**config.mk**
```make
export PLATFORM = sky130hd
export DESIGN_NAME = blink_pattern_gen
export DESIGN_NICKNAME = d
export VERILOG_FILES = /design/src/rtl/blink_pattern_gen_pkg.sv /design/src/rtl/blink_pattern_gen_btn_debounce.sv /design/src/rtl/blink_pattern_gen.sv
export SDC_FILE = /design/constraint.sdc
export NUM_CORES = 1
export LEC_CHECK = 0
export ABC_AREA = 1
export CAP_MARGIN = 0
export CORE_MARGIN = 5
export CORE_UTILIZATION = 33
export DETAILED_ROUTE_END_ITERATION = 8
export GPL_TIMING_DRIVEN = 1
export PLACE_DENSITY = 0.57
export SLEW_MARGIN = 20
export SYNTH_ARGS = -nofsm -noshare
export SYNTH_HDL_FRONTEND = slang
export SYNTH_SLANG_ARGS = --single-unit
```
**constraint.sdc**
```tcl
create_clock -name clk -period 1.79 [get_ports clk]
set_input_delay 0.358 -clock clk [delete_from_list [all_inputs] [get_ports clk]]
set_output_delay 0.358 -clock clk [all_outputs]
set_load 0.01 [all_outputs]
```
**src/rtl/blink_pattern_gen_pkg.sv**
```systemverilog
// Shared mode encodings and small helpers for the LED pattern generator.
package blink_pattern_gen_pkg;

   typedef enum logic [1:0] {
      MODE_BIN    = 2'd0,
      MODE_BOUNCE = 2'd1,
      MODE_BLINK  = 2'd2,
      MODE_GRAY   = 2'd3
   } mode_e;

   // Mode button cycles through the four modes, 3 wraps to 0.
   function automatic mode_e next_mode(input mode_e m);
      return mode_e'(2'(m + 2'd1));
   endfunction

endpackage : blink_pattern_gen_pkg

```
**src/rtl/blink_pattern_gen_btn_debounce.sv**
```systemverilog
// Synchronises an active-low push button, debounces it and emits a
// one-cycle pulse on each accepted press (falling edge of the level).
module btn_debounce #(
   parameter int unsigned DEBOUNCE_CYCLES = 240_000
) (
   input  logic clk,
   input  logic btnx,
   input  logic inx,
   output logic press
);

   localparam int unsigned CW = (DEBOUNCE_CYCLES > 2) ? $clog2(DEBOUNCE_CYCLES) : 1;

   logic          sync1;
   logic          sync2;
   logic          level;
   logic [CW-1:0] cnt;

   // Two-flop synchroniser, stability counter and press pulse.
   always_ff @(posedge clk or negedge btnx) begin
      if (!btnx) begin
         sync1 <= 1'b1;
         sync2 <= 1'b1;
         level <= 1'b1;
         cnt   <= '0;
         press <= 1'b0;
      end else begin
         sync1 <= inx;
         sync2 <= sync1;
         press <= 1'b0;
         if (sync2 != level) begin
            if (cnt == CW'(DEBOUNCE_CYCLES - 1)) begin
               level <= sync2;
               cnt   <= '0;
               press <= ~sync2;
            end else begin
               cnt <= cnt + CW'(1);
            end
         end else begin
            cnt <= '0;
         end
      end
   end

endmodule : btn_debounce

```
**src/rtl/blink_pattern_gen.sv**
```systemverilog
// Drives N_LED active-low LEDs with one of four step patterns; a debounced
// mode button cycles the pattern.
module blink_pattern_gen
   import blink_pattern_gen_pkg::*;
#(
   parameter int unsigned CLK_HZ          = 24_000_000,
   parameter int unsigned TICK_HZ         = 1,
   parameter int unsigned N_LED           = 8,
   parameter int unsigned DEBOUNCE_CYCLES = 240_000
) (
   input  logic             clk,
   input  logic             btnx,
   input  logic             modex,
   output logic [N_LED-1:0] ledx,
   output logic [1:0]       mode
);

   localparam int unsigned DIV = CLK_HZ / TICK_HZ;
   localparam int unsigned PW  = $clog2(DIV);

   logic [PW-1:0]    pre_cnt;
   logic             tick_c;
   logic             press_c;
   mode_e            mode_q;
   mode_e            mode_nxt;
   logic [N_LED-1:0] b_q;
   logic [N_LED-1:0] b_nxt;
   logic [N_LED-1:0] pat_nxt;
   logic [N_LED-1:0] b_init;
   logic             dir_q;
   logic             dir_nxt;

   btn_debounce #(
      .DEBOUNCE_CYCLES (DEBOUNCE_CYCLES)
   ) u_mode_btn (
      .clk   (clk),
      .btnx  (btnx),
      .inx   (modex),
      .press (press_c)
   );

   assign tick_c = (pre_cnt == PW'(DIV - 1));
   assign mode   = mode_q;

   // Next pattern state for one tick in the current mode, and restart state on press.
   always_comb begin
      b_nxt    = b_q;
      dir_nxt  = dir_q;
      pat_nxt  = b_q;
      mode_nxt = next_mode(mode_q);
      b_init   = (mode_nxt == MODE_BOUNCE) ? N_LED'(1) : '0;
      case (mode_q)
         MODE_BIN: begin
            b_nxt   = b_q + N_LED'(1);
            pat_nxt = b_nxt;
         end
         MODE_BOUNCE: begin
            if (dir_q) begin
               b_nxt = b_q << 1;
               if (b_nxt[N_LED-1]) dir_nxt = 1'b0;
            end else begin
               b_nxt = b_q >> 1;
               if (b_nxt[0]) dir_nxt = 1'b1;
            end
            pat_nxt = b_nxt;
         end
         MODE_BLINK: begin
            b_nxt   = ~b_q;
            pat_nxt = b_nxt;
         end
         MODE_GRAY: begin
            b_nxt   = b_q + N_LED'(1);
            pat_nxt = b_nxt ^ (b_nxt >> 1);
         end
         default: begin
            b_nxt   = b_q;
            pat_nxt = b_q;
         end
      endcase
   end

   // Prescaler, mode register and pattern state; a press overrides a same-cycle tick.
   always_ff @(posedge clk or negedge btnx) begin
      if (!btnx) begin
         pre_cnt <= '0;
         mode_q  <= MODE_BIN;
         b_q     <= '0;
         dir_q   <= 1'b1;
         ledx    <= '1;
      end else if (press_c) begin
         pre_cnt <= '0;
         mode_q  <= mode_nxt;
         b_q     <= b_init;
         dir_q   <= 1'b1;
         ledx    <= ~b_init;
      end else begin
         pre_cnt <= tick_c ? '0 : pre_cnt + PW'(1);
         if (tick_c) begin
            b_q   <= b_nxt;
            dir_q <= dir_nxt;
            ledx  <= ~pat_nxt;
         end
      end
   end

endmodule : blink_pattern_gen
```
**Run 1: sequential cells colored by netlist name**

Scale bar: 20 um.
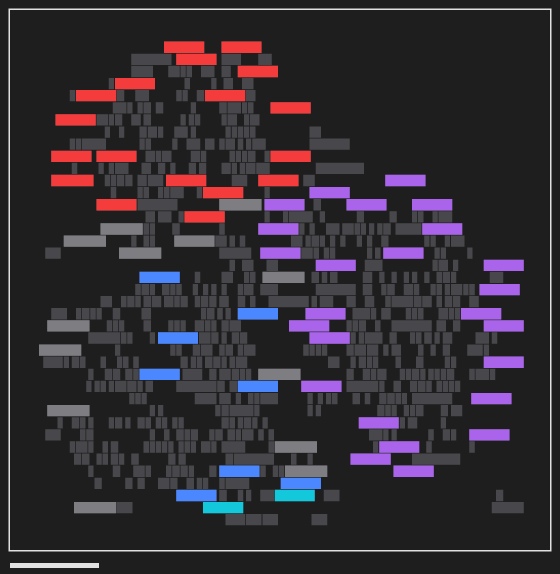
legend:
  `pre_cnt`:
    color: purple
    flops: 25
  `u_mode_btn.cnt`:
    color: red
    flops: 18
  `mode`:
    color: cyan
    flops: 2
  `b_q`:
    color: blue
    flops: 8
not colored: 13
sequential cell area share: 33.8%
final core occ: 41.0%

**Run 1: close-up of the layout**

Scale bar: 10 um. Region (18, 18) to (43, 43) um. Cells in gray, sequential cells in the stronger gray; small squares are vias.
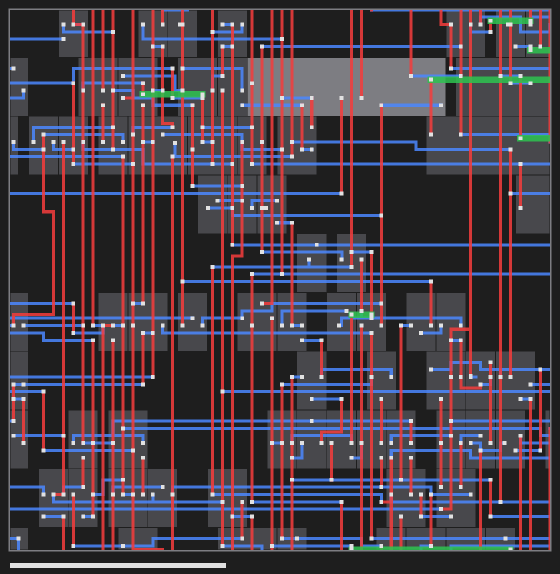
legend:
  met2:
    color: red
  met3:
    color: green
  met1:
    color: blue
cells with their middle in the window: 60
netlist names of flops here include: `b_q` (1)
most frequent: nand2_1 (27)
sequential cells in the window: 1

**Run 1: track usage over the die**

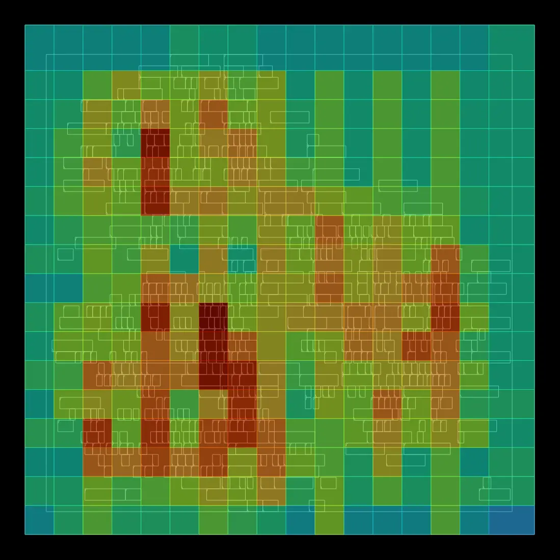
met2 usage: 23.6%
GRT Total Usage: 15.3%
Top Usage Layer GRT: met2

==> summary.txt, run 1 <==
fresh numbers from the pnr run: Post-Syn Instances around 580, Power, Total ~3.6 mW, layout net count ~620, P_int about 2.8 mW, fill cell count approximately 1.3k, Worst R2R Path Depth 11, register share after synthesis around two fifths, Antenna Cells 0, Worst Setup EP ledx[3], Flop area roughly 0.0017 sq mm, Synth mux share 0%, crit path capture type output pin, fin crit period approximately 1800 ps, DRT Pass-1 Iters 5, final max-slew violation count 0, flip-flops 66, Netlist Area Pre-Place 0.00408 sq mm, number of I/O pins 13, vias after detailed routing 3816, Regs by FF count pre_cnt x25, u_mode_btn.cnt x18, Worst-Margin Slew roughly 460 ps, Latency at later pin approximately 340 ps, xor-xnor portion of the synthesized cell area ~3.6%, CP max stage cell dfstp_2, final hold slack around 35 ps, CP Max Fanout 2, maximum vdd drop approximately 0.41 mV, dpl hpwl approximately 7400 um, Post-synth area hogs dfrtp_1, nand2_1, nor2_1, # rows approximately 40, delay-heaviest family, CP flip-flops, syn nets about 600, H-Tree Depth 3, Total Wirelength roughly 11000 um, global-route wire length before repair approximately 18000 um, post-layout period usage 98.4%, CP Cell Sequence clkdlybuf4s50_1, MI comb cells approximately 420, Net Switching between 0.7 and 0.8 mW, Final setup viols 0, f_max around 570 MHz, WP depth 1, simple share 36.9%, post-synth top area cell dfrtp_1, Post-Layout Cell Count approximately 800, met2 WL ~4900 um, Seq pwr share a little over two fifths, Setup Skew 6.83 ps, crit path DRT between 1000 and 1500 ps, Top cell excl fill/tap nand2_1, FP Util approximately a third, Setup crit start kind register, Worst Hold Class input port to asynchronous set/reset pin, DRC viols 0, Yosys Instances 575, outcome finished clean, Top cell area share 33.1%, sequential power 1.51 mW, Synth async-reset ratio 100%, sum of negative setup slack 0 ps, die area between 0.01 and 0.015 sq mm, Critical Path Start ledx[3], buffer type at the clock tree root clkbuf_16, Adder Area Share 2.14%, Top Metal Used met4, max-capacitance violation count 0, gp weighted congestion 0.931, logic share of the area a little over two fifths, yosys warns 0, CTS sink count about 66
[run 1: timing repair]
item / CTS / global route
gates cloned: 0 / 1
hold buffers: 0 / 0
setup endpoints to repair: 4 / 33
resized: 2 / 21
pin swaps: 0 / 1
setup buffers: 3 / 5
[run 1: how the worst min path moves through the flow]
stage | from | to | slack (ps) | depth (start not counted)
5_1_grt | btnx | pre_cnt[23] | 70 | 2
3_3_place_gp | u_mode_btn.sync1 | u_mode_btn.sync2 | 350 | 0
6_report | btnx | pre_cnt[14] | 40 | 2
4_1_cts | btnx | pre_cnt[14] | 50 | 2
3_5_place_dp | u_mode_btn.sync1 | u_mode_btn.sync2 | 350 | 0
2_1_floorplan | btnx | b_q[0] | 60 | 0
==> run 2: changes to the inputs <==
--- a/config.mk
+++ b/config.mk
@@ -10,9 +10,11 @@
 export CORE_MARGIN = 5
 export CORE_UTILIZATION = 33
 export DETAILED_ROUTE_END_ITERATION = 8
+export GPL_ROUTABILITY_DRIVEN = 0
 export GPL_TIMING_DRIVEN = 1
 export PLACE_DENSITY = 0.57
 export SLEW_MARGIN = 20
 export SYNTH_ARGS = -nofsm -noshare
 export SYNTH_HDL_FRONTEND = slang
 export SYNTH_SLANG_ARGS = --single-unit
+export TNS_END_PERCENT = 100
==> constraint.sdc (replaced) <==
create_clock -name clk -period 1.9 [get_ports clk]
set_input_delay 0.38 -clock clk [delete_from_list [all_inputs] [get_ports clk]]
set_output_delay 0.38 -clock clk [all_outputs]
set_load 0.01 [all_outputs]
**Run 2: track usage over the die**

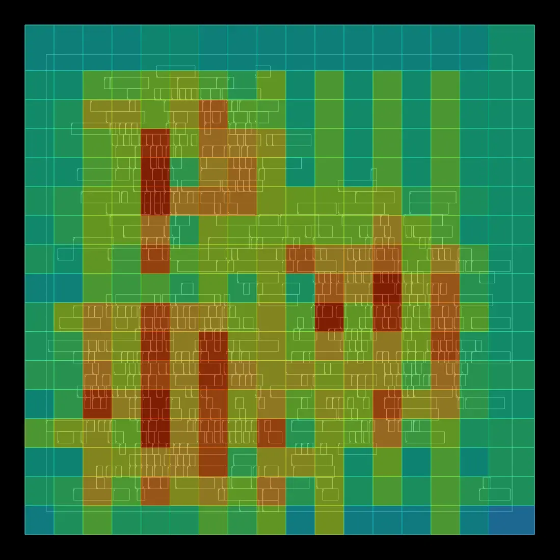
GRT Total Usage: 14.5%
met3 Use GR: 4.24%
final core occ: 39.4%
met2 usage: 23.0%
drt wl/cell: 12.9 um

==> run 2 against run 1 <==
Setup slack better by 55 ps. Largest power group unchanged. Clock-buffer cell count stayed put. Non-clock buffer count is 14 lower. Routed wire length is 5.6% lower.
==> summary.txt, run 2 <==
fresh numbers from the pnr run: final max-slew violation count 0 (unchanged), DRC viols 0 (unchanged), register share after synthesis 40.8% (unchanged), Post-synth area hogs dfrtp_1, nand2_1, nor2_1, crit path DRT 1520 ps (+90 ps), max-capacitance violation count 0 (unchanged), H-Tree Depth 3 (unchanged), Post-Syn Instances 575 (unchanged), Logic inverters a little under 80, Adder Area Share 2.14% (unchanged), dpl hpwl 7040 um (-4.7%), outcome finished clean, DRT Pass-1 Iters 5 (unchanged), global-route wire length before repair 17300 um (-2.7%), syn nets 585 (unchanged), Power, Total 3.28 mW (-8.1%), final worst slack 84.0 ps, Flop area 0.00167 sq mm (about the same), Top Usage Layer GRT met2, post-layout period usage ~96%, FP Util 33.9% (unchanged), delay-heaviest family, CP flip-flops, met2 WL 4640 um (-4.7%), logic share of the area 43.8% (+0.98 points), CP max stage delay roughly 560 ps, post-synth top area cell dfrtp_1, CTS sink count 66 (unchanged), fill cell count 1253 (-0.79%), Worst R2R Path Depth 12 (+1), flip-flops 66 (unchanged), sequential power 1.42 mW (-6%), Final setup viols 0 (unchanged), MI comb cells 422 (unchanged), buffer type at the clock tree root clkbuf_16, # rows 40 (unchanged), number of I/O pins 13 (unchanged), Top Metal Used met4, final hold slack 65.3 ps (+30.1 ps), Worst Hold Class input port to asynchronous set/reset pin, Worst-Margin Slew 459 ps (+1.36 ps), vias after detailed routing 3763 (-1.4%), simple share 36.9% (unchanged), combinational power approximately 0.052 mW, Total Wirelength 9920 um (-5.6%), Yosys Instances 575 (unchanged), f_max between 500 and 600 MHz, layout net count 605 (-2.3%), post-CTS setup buffer count 0 (-3), WP depth 1 (unchanged), Top cell excl fill/tap nand2_1, count of library flops with an enable pin 0, Antenna Cells 0 (unchanged), P_int 2.62 mW (-8.1%), fin crit period 1820 ps, post-route ant nets 0, Setup Skew 11.9 ps (+5.05 ps), maximum vdd drop 0.481 mV (+18%), Seq pwr share 43.4% (+1.0 points), die area 0.0147 sq mm (unchanged), xor-xnor portion of the synthesized cell area 3.65% (unchanged), # hold bufs at CTS 0 (unchanged), CP Cell Sequence clkdlybuf4s50_1, sequential cell area share 35.1% (+1.3 points), synth-to-layout area growth 16.4%, Combinational Power Share under 10%, Netlist Area Pre-Place 0.00408 sq mm (unchanged), Net Switching 0.660 mW (-7.9%), CP max stage cell dfstp_2, Regs by FF count pre_cnt x25, u_mode_btn.cnt x18, CP Max Fanout 2 (unchanged), Synth async-reset ratio 100% (unchanged), Synth mux share 0% (unchanged), Latency at later pin 340 ps (about the same), crit path capture type output pin, sum of negative setup slack 0 ps (unchanged), Setup crit start kind register
-- run 2: path summary, 6_finish.rpt --
path | start | slack, ps | to
min in group clk | u_mode_btn.sync1 | 350 | u_mode_btn.sync2
setup reg to reg | pre_cnt[1] | 190 | pre_cnt[4]
setup / recovery | ledx[1] | 80 | ledx[1]
max in group asynchronous | btnx | 1500 | u_mode_btn.level
hold reg to reg | u_mode_btn.sync1 | 350 | u_mode_btn.sync2
hold / removal | btnx | 70 | mode[1]
-- run 2: per-stage QoR --
stage / std cells / cell area, sq um
after floorplan: 575 / 4080
after global placement: 751 / 4410
after detailed placement: 751 / 4410
after CTS: 767 / 4730
after global routing: 768 / 4750
final: 768 / 4750
-- run 2: repair_timing --
item                                    in CTS  in global routing
endpoints found under the hold margin        0                  0
endpoints found under the setup margin       0                 20
gates resized                                0                  5
Power and IR drop assume default switching activity.
